**Met1 routing**

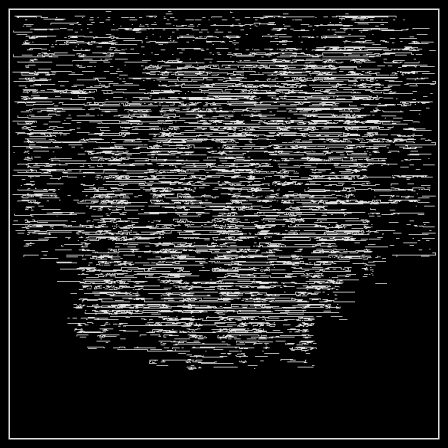
**The metal 2 layer**

Scale bar: 50 um.
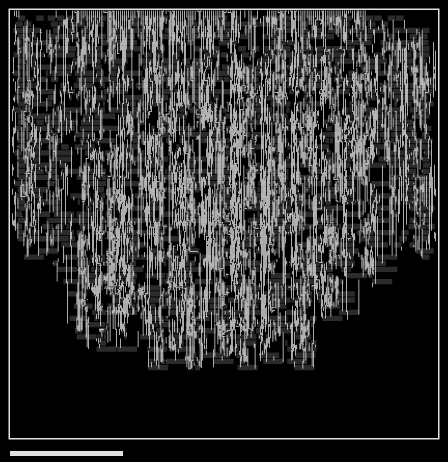
**M3 wires**

Scale bar: 50 um.
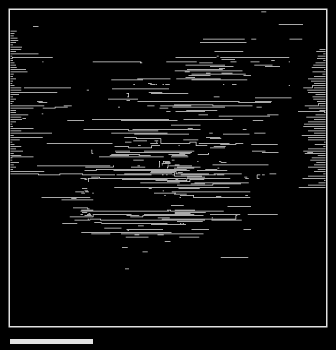
**Metal 4**

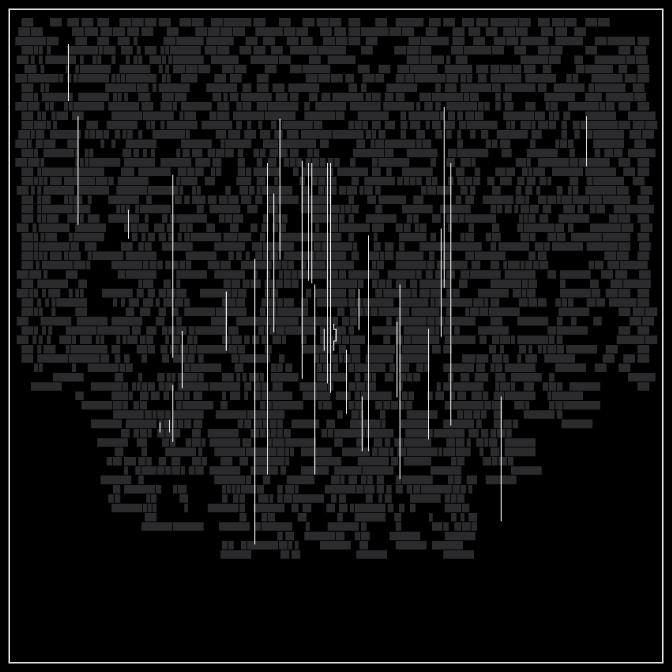
## config.mk

```make
export PLATFORM = sky130hd
export DESIGN_NAME = coretest_bus_mux_flat
export DESIGN_NICKNAME = d
export VERILOG_FILES = /design/src/rtl/coretest_bus_pkg.sv /design/src/rtl/coretest_bus_mux_if.sv /design/src/rtl/coretest_bus_counter.sv /design/src/rtl/coretest_bus_mux.sv /design/src/flat_wrapper.sv
export SDC_FILE = /design/constraint.sdc
export NUM_CORES = 1
export LEC_CHECK = 0
export CORE_MARGIN = 1
export CORE_UTILIZATION = 40
export CTS_CLUSTER_SIZE = 25
export DETAILED_ROUTE_END_ITERATION = 12
export PLACE_DENSITY = 0.73
export SLEW_MARGIN = 20
export SYNTH_ARGS = -nofsm -noshare
export SYNTH_HDL_FRONTEND = slang
export SYNTH_SLANG_ARGS = --single-unit
```

## constraint.sdc

```tcl
create_clock -name clk -period 13.5 [get_ports clk]
set_input_delay 4.05 -clock clk [delete_from_list [all_inputs] [get_ports clk]]
set_output_delay 4.05 -clock clk [all_outputs]
set_load 0.02 [all_outputs]
```

## src/rtl/coretest_bus_pkg.sv

```systemverilog
// coretest_bus_pkg
// Shared types and constants for the coretest bus mux slice: bus widths,
// FSM state and access-kind encodings, local register offsets and the
// saturating increment used by the access counters.
package coretest_bus_pkg;

  localparam int ADDR_W   = 16;
  localparam int DATA_W   = 32;
  localparam int OFFSET_W = 8;
  localparam int SEL_W    = 4;

  localparam logic [DATA_W-1:0] CNT_MAX = 32'hFFFF_FFFF;

  // Local register offsets under MUX_PREFIX
  localparam logic [OFFSET_W-1:0] LOCAL_ID       = 8'h00;
  localparam logic [OFFSET_W-1:0] LOCAL_NCORES   = 8'h01;
  localparam logic [OFFSET_W-1:0] LOCAL_CNT_BASE = 8'h10;
  localparam logic [OFFSET_W-1:0] LOCAL_UNMAPPED = 8'h20;
  localparam logic [OFFSET_W-1:0] LOCAL_CTRL     = 8'h30;

  typedef enum logic [1:0] {
    ST_IDLE    = 2'd0,
    ST_ISSUE   = 2'd1,
    ST_CAPTURE = 2'd2
  } state_t;

  typedef enum logic [1:0] {
    KIND_CORE     = 2'd0,
    KIND_LOCAL    = 2'd1,
    KIND_UNMAPPED = 2'd2
  } kind_t;

  // Counters stick at all-ones instead of wrapping back to zero
  function automatic logic [DATA_W-1:0] satIncrement(input logic [DATA_W-1:0] value);
    return (value == CNT_MAX) ? value : value + 32'd1;
  endfunction

endpackage

```

## src/rtl/coretest_bus_mux_if.sv

```systemverilog
// coretest_bus_mux_if
// Master-side transaction bus of the coretest bus mux.
//   m_cs         request strobe, single cycle (master -> mux)
//   m_we         write enable               (master -> mux)
//   m_address    [15:8] prefix, [7:0] offset (master -> mux)
//   m_write_data write data                 (master -> mux)
//   m_read_data  response data              (mux -> master)
//   m_error      response error             (mux -> master)
//   m_ready      single-cycle completion    (mux -> master)
interface coretest_bus_mux_if;
  import coretest_bus_pkg::*;

  logic              m_cs;
  logic              m_we;
  logic [ADDR_W-1:0] m_address;
  logic [DATA_W-1:0] m_write_data;
  logic [DATA_W-1:0] m_read_data;
  logic              m_error;
  logic              m_ready;

  modport master (
    output m_cs, m_we, m_address, m_write_data,
    input  m_read_data, m_error, m_ready
  );

  modport slave (
    input  m_cs, m_we, m_address, m_write_data,
    output m_read_data, m_error, m_ready
  );

endinterface

```

## src/rtl/coretest_bus_counter.sv

```systemverilog
// coretest_bus_counter
// 32-bit saturating event counter. Clear wins over increment.
//   clk      system clock
//   reset    asynchronous active-high reset
//   i_inc    count one event this cycle
//   i_clr    synchronous clear
//   o_count  current count
module coretest_bus_counter
  import coretest_bus_pkg::*;
(
  input  logic              clk,
  input  logic              reset,
  input  logic              i_inc,
  input  logic              i_clr,
  output logic [DATA_W-1:0] o_count
);

  logic [DATA_W-1:0] r_count;

  // Count register: clear has priority, increment saturates
  always_ff @(posedge clk or posedge reset) begin
    if (reset) begin
      r_count <= '0;
    end else if (i_clr) begin
      r_count <= '0;
    end else if (i_inc) begin
      r_count <= satIncrement(r_count);
    end
  end

  assign o_count = r_count;

endmodule

```

## src/rtl/coretest_bus_mux.sv

```systemverilog
// coretest_bus_mux
// Registered address decoder and response mux between the coretest master
// and NUM_CORES memory-like cores, with unmapped-address error responses and
// per-core access counters readable under MUX_PREFIX.
//   clk              system clock
//   reset            asynchronous active-high reset
//   bus              master transaction bus (slave side)
//   core_cs          one-hot core select, one cycle per core access
//   core_we          write enable, shared by all cores
//   core_address     core offset, shared
//   core_write_data  write data, shared
//   core_read_data   core i read data at [32i+31:32i]
//   core_error       per-core error
module coretest_bus_mux
  import coretest_bus_pkg::*;
#(
  parameter int                NUM_CORES   = 4,
  parameter logic [7:0]        PREFIX_BASE = 8'h00,
  parameter logic [7:0]        MUX_PREFIX  = 8'hFE,
  parameter logic [DATA_W-1:0] CORE_ID     = 32'h6d757830
) (
  input  logic                        clk,
  input  logic                        reset,
  coretest_bus_mux_if.slave           bus,
  output logic [NUM_CORES-1:0]        core_cs,
  output logic                        core_we,
  output logic [OFFSET_W-1:0]         core_address,
  output logic [DATA_W-1:0]           core_write_data,
  input  logic [NUM_CORES*DATA_W-1:0] core_read_data,
  input  logic [NUM_CORES-1:0]        core_error
);

  // Reject configurations where the local prefix overlaps a core prefix or
  // the core prefixes would wrap past 8'hFF.
  if (NUM_CORES < 1 || NUM_CORES > 16) begin : g_bad_num_cores
    $error("coretest_bus_mux: NUM_CORES must be in 1..16");
  end
  if (int'(PREFIX_BASE) + NUM_CORES > 256) begin : g_bad_prefix_range
    $error("coretest_bus_mux: core prefixes exceed 8'hFF");
  end
  if (int'(MUX_PREFIX) >= int'(PREFIX_BASE) &&
      int'(MUX_PREFIX) <= int'(PREFIX_BASE) + NUM_CORES - 1) begin : g_bad_mux_prefix
    $error("coretest_bus_mux: MUX_PREFIX overlaps core prefixes");
  end

  state_t                r_state;
  kind_t                 r_kind;
  logic [SEL_W-1:0]      r_sel;
  logic                  r_we;
  logic [OFFSET_W-1:0]   r_offset;
  logic [DATA_W-1:0]     r_wdata;
  logic [NUM_CORES-1:0]  r_coreCs;
  logic [DATA_W-1:0]     r_rdata;
  logic                  r_error;
  logic                  r_ready;

  logic [7:0]            w_prefix;
  kind_t                 w_kind;
  logic [SEL_W-1:0]      w_sel;
  logic [NUM_CORES-1:0]  w_selOneHot;
  logic [DATA_W-1:0]     w_coreRdata;
  logic                  w_coreErr;
  logic [DATA_W-1:0]     w_localRdata;
  logic [DATA_W-1:0]     w_captureData;
  logic                  w_captureErr;
  logic [NUM_CORES-1:0]  w_coreInc;
  logic                  w_unmappedInc;
  logic                  w_clr;
  logic [DATA_W-1:0]     w_coreCount [NUM_CORES];
  logic [DATA_W-1:0]     w_unmappedCount;

  assign w_prefix = bus.m_address[15:8];

  // Prefix decode of the incoming request; only used in IDLE when m_cs is seen
  always_comb begin
    w_kind = KIND_UNMAPPED;
    w_sel  = '0;
    if (w_prefix == MUX_PREFIX) begin
      w_kind = KIND_LOCAL;
    end else begin
      for (int i = 0; i < NUM_CORES; i++) begin
        if (w_prefix == PREFIX_BASE + i[7:0]) begin
          w_kind = KIND_CORE;
          w_sel  = i[SEL_W-1:0];
        end
      end
    end
  end

  // One-hot select for the decoded core, empty for LOCAL and UNMAPPED
  always_comb begin
    w_selOneHot = '0;
    for (int i = 0; i < NUM_CORES; i++) begin
      w_selOneHot[i] = (w_kind == KIND_CORE) && (w_sel == i[SEL_W-1:0]);
    end
  end

  // Response of the latched core, picked from the flat read-data bus
  always_comb begin
    w_coreRdata = '0;
    w_coreErr   = 1'b0;
    for (int i = 0; i < NUM_CORES; i++) begin
      if (r_sel == i[SEL_W-1:0]) begin
        w_coreRdata = core_read_data[i*DATA_W +: DATA_W];
        w_coreErr   = core_error[i];
      end
    end
  end

  // Local register read map; the control register and unknown offsets read 0
  always_comb begin
    w_localRdata = '0;
    if (r_offset == LOCAL_ID) begin
      w_localRdata = CORE_ID;
    end else if (r_offset == LOCAL_NCORES) begin
      w_localRdata = 32'(NUM_CORES);
    end else if (r_offset == LOCAL_UNMAPPED) begin
      w_localRdata = w_unmappedCount;
    end else begin
      for (int i = 0; i < NUM_CORES; i++) begin
        if (r_offset == LOCAL_CNT_BASE + i[7:0]) begin
          w_localRdata = w_coreCount[i];
        end
      end
    end
  end

  // Value registered into the master response at the end of CAPTURE.
  // A local write returns 0 data; local accesses never flag an error.
  always_comb begin
    w_captureData = '0;
    w_captureErr  = 1'b0;
    case (r_kind)
      KIND_CORE: begin
        w_captureData = w_coreRdata;
        w_captureErr  = w_coreErr;
      end
      KIND_LOCAL: begin
        w_captureData = r_we ? '0 : w_localRdata;
        w_captureErr  = 1'b0;
      end
      default: begin
        w_captureData = '0;
        w_captureErr  = 1'b1;
      end
    endcase
  end

  // Counter strobes: increments land in ISSUE, the clear write in CAPTURE,
  // so the two can never collide.
  always_comb begin
    w_coreInc = '0;
    for (int i = 0; i < NUM_CORES; i++) begin
      w_coreInc[i] = (r_state == ST_ISSUE) && (r_kind == KIND_CORE) &&
                     (r_sel == i[SEL_W-1:0]);
    end
  end

  assign w_unmappedInc = (r_state == ST_ISSUE) && (r_kind == KIND_UNMAPPED);
  assign w_clr = (r_state == ST_CAPTURE) && (r_kind == KIND_LOCAL) && r_we &&
                 (r_offset == LOCAL_CTRL) && r_wdata[0];

  for (genvar g = 0; g < NUM_CORES; g++) begin : g_core_cnt
    coretest_bus_counter u_cnt (
      .clk     (clk),
      .reset   (reset),
      .i_inc   (w_coreInc[g]),
      .i_clr   (w_clr),
      .o_count (w_coreCount[g])
    );
  end

  coretest_bus_counter u_unmapped_cnt (
    .clk     (clk),
    .reset   (reset),
    .i_inc   (w_unmappedInc),
    .i_clr   (w_clr),
    .o_count (w_unmappedCount)
  );

  // Transaction FSM with registered outputs. core_cs is loaded on the
  // IDLE->ISSUE edge so it is high exactly during ISSUE; the core-side
  // request fields are latched on the same edge and held until the next
  // accepted request. m_ready pulses in the cycle after CAPTURE, and any
  // m_cs seen outside IDLE is simply dropped.
  always_ff @(posedge clk or posedge reset) begin
    if (reset) begin
      r_state  <= ST_IDLE;
      r_kind   <= KIND_CORE;
      r_sel    <= '0;
      r_we     <= 1'b0;
      r_offset <= '0;
      r_wdata  <= '0;
      r_coreCs <= '0;
      r_rdata  <= '0;
      r_error  <= 1'b0;
      r_ready  <= 1'b0;
    end else begin
      r_ready  <= 1'b0;
      r_coreCs <= '0;
      case (r_state)
        ST_IDLE: begin
          if (bus.m_cs) begin
            r_we     <= bus.m_we;
            r_offset <= bus.m_address[7:0];
            r_wdata  <= bus.m_write_data;
            r_kind   <= w_kind;
            r_sel    <= w_sel;
            r_coreCs <= w_selOneHot;
            r_state  <= ST_ISSUE;
          end
        end
        ST_ISSUE: begin
          r_state <= ST_CAPTURE;
        end
        ST_CAPTURE: begin
          r_rdata <= w_captureData;
          r_error <= w_captureErr;
          r_ready <= 1'b1;
          r_state <= ST_IDLE;
        end
        default: begin
          r_state <= ST_IDLE;
        end
      endcase
    end
  end

  assign core_cs         = r_coreCs;
  assign core_we         = r_we;
  assign core_address    = r_offset;
  assign core_write_data = r_wdata;

  assign bus.m_read_data = r_rdata;
  assign bus.m_error     = r_error;
  assign bus.m_ready     = r_ready;

endmodule

```

## src/flat_wrapper.sv

```systemverilog
// flat-port wrapper written by rule: the top's interface ports become plain ports
module coretest_bus_mux_flat import coretest_bus_pkg::*;
#(
  parameter int                NUM_CORES   = 4,
  parameter logic [7:0]        PREFIX_BASE = 8'h00,
  parameter logic [7:0]        MUX_PREFIX  = 8'hFE,
  parameter logic [DATA_W-1:0] CORE_ID     = 32'h6d757830
)
  (clk, reset, core_cs, core_we, core_address, core_write_data, core_read_data, core_error, bus_m_cs, bus_m_we, bus_m_address, bus_m_write_data, bus_m_read_data, bus_m_error, bus_m_ready);
  coretest_bus_mux_if bus_i ();
  input  logic clk;
  input  logic reset;
  output logic [NUM_CORES-1:0] core_cs;
  output logic core_we;
  output logic [OFFSET_W-1:0] core_address;
  output logic [DATA_W-1:0] core_write_data;
  input  logic [NUM_CORES*DATA_W-1:0] core_read_data;
  input  logic [NUM_CORES-1:0] core_error;
  input wire logic [$bits(bus_i.m_cs)-1:0] bus_m_cs;
  input wire logic [$bits(bus_i.m_we)-1:0] bus_m_we;
  input wire logic [$bits(bus_i.m_address)-1:0] bus_m_address;
  input wire logic [$bits(bus_i.m_write_data)-1:0] bus_m_write_data;
  output wire logic [$bits(bus_i.m_read_data)-1:0] bus_m_read_data;
  output wire logic [$bits(bus_i.m_error)-1:0] bus_m_error;
  output wire logic [$bits(bus_i.m_ready)-1:0] bus_m_ready;
  assign bus_i.m_cs = bus_m_cs;
  assign bus_i.m_we = bus_m_we;
  assign bus_i.m_address = bus_m_address;
  assign bus_i.m_write_data = bus_m_write_data;
  assign bus_m_read_data = bus_i.m_read_data;
  assign bus_m_error = bus_i.m_error;
  assign bus_m_ready = bus_i.m_ready;
  coretest_bus_mux #(.NUM_CORES(NUM_CORES), .PREFIX_BASE(PREFIX_BASE), .MUX_PREFIX(MUX_PREFIX), .CORE_ID(CORE_ID)) u_core (.clk(clk), .reset(reset), .bus(bus_i), .core_cs(core_cs), .core_we(core_we), .core_address(core_address), .core_write_data(core_write_data), .core_read_data(core_read_data), .core_error(core_error));
endmodule
```

==> flow_summary.json <==
{
  "syn-instance-count": 1473,
  "top_cell": "dfrtp_1",
  "common_cells": "dfrtp_1, nand2_1, a21oi_1",
  "drtPass1Iterations": 7,
  "hold_path_class": "register to register",
  "crit_required_ns": 9.45,
  "arrival_ns": 2.26,
  "synthTopCellsByArea": "dfrtp_1, mux4_2, nand2_1",
  "finalCritPeriodShare": 0.467,
  "dieHeight_um": 190,
  "whs_path_depth": 2,
  "seq_area_um2": 6130,
  "openroad.warnings": 28,
  "final_area_um2": 18100,
  "grtUsageTotal": 0.247,
  "dieArea_um2": 36100,
  "overflow": 0,
  "inv_count": 22,
  "clk_latency_ns": 0.55,
  "crit_path_start_kind": "register",
  "async_flop_share": 1.00,
  "top_cell_area_share": 0.434,
  "ys_area_um2": 14100,
  "first_global_vias": 13000,
  "end_kind": "output pin",
  "rr_endpoint": "u_core.g_core_cnt[0].u_cnt.o_count[0]",
  "wire_per_inst_um": 20.7,
  "ys_types": 58,
  "numPlacedInstances": 2109,
  "num_io_pins": 263,
  "hold_path.startpoint": "u_core.core_write_data[12]",
  "final_cells": 2158,
  "slew_viol_final": 0,
  "clock_path_buffers": 3,
  "core_area_um2": 34600,
  "reg2reg_setup_slack_ns": 10.26,
  "worstPathMaxFanout": 41,
  "gp_congestion": 0.921,
  "cts_tree": "built",
  "drc_errors": 0,
  "logic_gates": 1108,
  "fmax_mhz": 159,
  "period_needed_ns": 6.31,
  "maxCapViolations": 0,
  "antenna_cells": 0,
  "final-clk-cell-share": 0.0533,
  "relSlewSlack": 0.268,
  "synth_area_per_cell_um2": 9.59,
  "fin_util": 0.523,
  "die_x_um": 190,
  "edf_count": 0,
  "reg2reg_depth": 5,
  "wl_met3_um": 4500,
  "netlist_area_um2": 14100,
  "nFillCells": 3118,
  "ys_seq_share": 0.434,
  "worst_pin_slew_ns": 1.09,
  "ctsResizeCount": 0,
  "cts_made_buffers": 27,
  "leakage_nw": 6.93,
  "nets": 1872,
  "yosysWarningCount": 0,
  "hold_violations": 0,
  "setup_violations": 0,
  "wl_met2_um": 20800,
  "comb_share": 0.419,
  "area_growth_pct": 28.2,
  "yosys.area.top_type": "dfrtp_1",
  "dpl_cell_area_um2": 17100,
  "antenna_found_initial": 0,
  "layout-drive-gt1-share": 0.0904,
  "clkbuf_count": 37,
  "highest_layer": "met4",
  "whs_endpoint": "u_core.core_write_data[12]",
  "grt_max_degree": 128,
  "wl_met1_um": 18200,
  "nWellTaps": 455,
  "comb_area_um2": 7590,
  "grt_pass1_wl_um": 71500,
  "ys_ff": 245,
  "nonClkBufAreaFrac": 0.152,
  "whs_ns": 0.479,
  "ff_type": "dfrtp_1",
  "buffers": 279,
  "dp_hpwl_um": 32000,
  "root_buffer": "clkbuf_16",
  "seq_share": 0.339,
  "synth_stat.cells": 1473,
  "clk_pin_slew_ns": 0.06,
  "clock_skew_ns": 0.0180,
  "r2r_start": "u_core.core_address[2]",
  "peakVddDrop_uv": 99.5,
  "power_density_nw_per_um2": 120,
  "htreeDepth": 1,
  "outcome": "finished, final reports clean",
  "flop-count": 245,
  "postCtsHoldBufs": 0,
  "first_iter_violations": 1466,
  "cts_num_sinks": 245,
  "crit_type": "register to output pin",
  "drt.antenna.violating_nets": 0,
  "vias_per_cell": 6.21,
  "post_cts.repair.setup_buffers": 0,
  "rsz0062_at_grt": "no",
  "synth_nets": 1662,
  "fp-row-count": 68,
  "setup_tns_ns": 0,
  "largest_class": "multi-input combinational cells",
  "initial_core_util": 0.408,
  "io_buffers": 262
}
-- 'met1 routing' (at the start) --
- share of all routed wire: 41%
- wire length on this layer: 18200 um
DRT Wirelength: 44700 um
GRT met1 Usage: 0.342
via count: 13.4k

-- 'the metal 2 layer' (at the start) --
- share of all routed wire: 46%
- wire length on this layer: 20.8 mm
- main direction: vertical
GR Util met2: 0.394

-- 'M3 wires' (at the start) --
- longest straight run: 69.0 um
- nets with wire on the layer: 291
- share of all routed wire: 10%
met3 usage: 0.0509

-- 'metal 4' (at the start) --
- nets with wire on the layer: 25
- wire length on this layer: 1180 um
- main direction: vertical

## cells in the final DEF (no fill, tap or decap), types with 5 or more instances in the layout
| master | Yosys | final |
|---|---|---|
| clkdlybuf4s50_1 | 0 | 262 |
| dfrtp_1 | 245 | 242 |
| nand2_1 | 212 | 212 |
| a21oi_1 | 122 | 122 |
| o21ai_0 | 101 | 101 |
| or3_1 | 64 | 64 |
| mux4_2 | 63 | 63 |
| or4_1 | 63 | 63 |
| o31ai_1 | 64 | 63 |
| nand3_1 | 63 | 63 |
| nand4_1 | 59 | 59 |
| a22oi_1 | 48 | 48 |
| nor2_1 | 36 | 35 |
| clkbuf_16 | 0 | 27 |
| and4_1 | 26 | 26 |
| inv_1 | 22 | 21 |
| o211ai_1 | 20 | 20 |
| and3_1 | 20 | 19 |
| buf_4 | 0 | 17 |
| nor3_1 | 16 | 15 |
| mux2i_1 | 14 | 14 |
| nor4_1 | 14 | 12 |
| and2_1 | 12 | 12 |
| xnor2_1 | 12 | 12 |
| a2111oi_0 | 9 | 9 |
| nand2b_1 | 8 | 8 |
| clkbuf_8 | 0 | 7 |
| xor2_1 | 5 | 5 |
| ha_1 | 5 | 5 |
## routing by layer
layer  up-vias  GRT usage
li1       6095          -
met1      6619      0.342
met2       621      0.394
met3        73     0.0509
met4         0     0.0661
met5         -          0
## cell families after synthesis
| kind of cell | after synthesis | synth area share |
|---|---|---|
| and+or+nand+nor | 620 | 0.237 |
| xor gates and xnor gates | 17 | 0.0105 |
| DFF | 245 | 0.434 |
| buffers and inverters | 120 | 0.0327 |
| AOI/OAI and AO/OA | 386 | 0.168 |
| adders and majority gates | 5 | 0.00443 |
| muxes | 80 | 0.113 |
## critical path, cell delays in order (launching register included)
cell	delay (ns)
dfrtp_2	0.33
buf_4	0.55
clkdlybuf4s50_1	0.77
## registers in the layout, indices dropped and copies added (netlist names)
register,cells
u_core.r_sel,2
u_core.core_we,1
u_core.u_unmapped_cnt.o_count,32
u_core.r_kind,2
u_core.bus.m_error,1
u_core.g_core_cnt.u_cnt.o_count,128
u_core.core_address,8
u_core.core_cs,4
u_core.bus.m_read_data,32
u_core.core_write_data,32
u_core.r_state,2
u_core.bus.m_ready,1
## per-stage QoR
step | setup slack (ns) | power, W
final | 7.19 | 0.00217
after detailed placement | 7.34 | 0.00139
after global placement | 7.34 | 0.00138
after floorplan | 2.72 | 0.00113
after global routing | 7.07 | 0.00226
after CTS | 7.19 | 0.00219
## how the worst max path moves through the flow
stage                           start                   endpoint  cells past startpoint
2_1_floorplan                   reset         u_core.bus.m_error                      1
3_3_place_gp                    reset  u_core.bus.m_read_data[8]                      3
3_5_place_dp                    reset  u_core.bus.m_read_data[7]                      3
4_1_cts        u_core.core_address[0]            core_address[0]                      2
5_1_grt        u_core.core_address[0]            core_address[0]                      2
6_report       u_core.core_address[0]            core_address[0]                      2
## report_power, final
part / total (W) / switching, W / internal (W) / leakage, nW
Sequential: 0.000880 / 0.0000698 / 0.000810 / 3.31
Combinational: 0.000498 / 0.000257 / 0.000241 / 3.15
Clock: 0.000797 / 0.000314 / 0.000483 / 0.474
Total: 0.00217 / 0.000640 / 0.00153 / 6.93
Power is estimated from default activity; no workload was simulated.
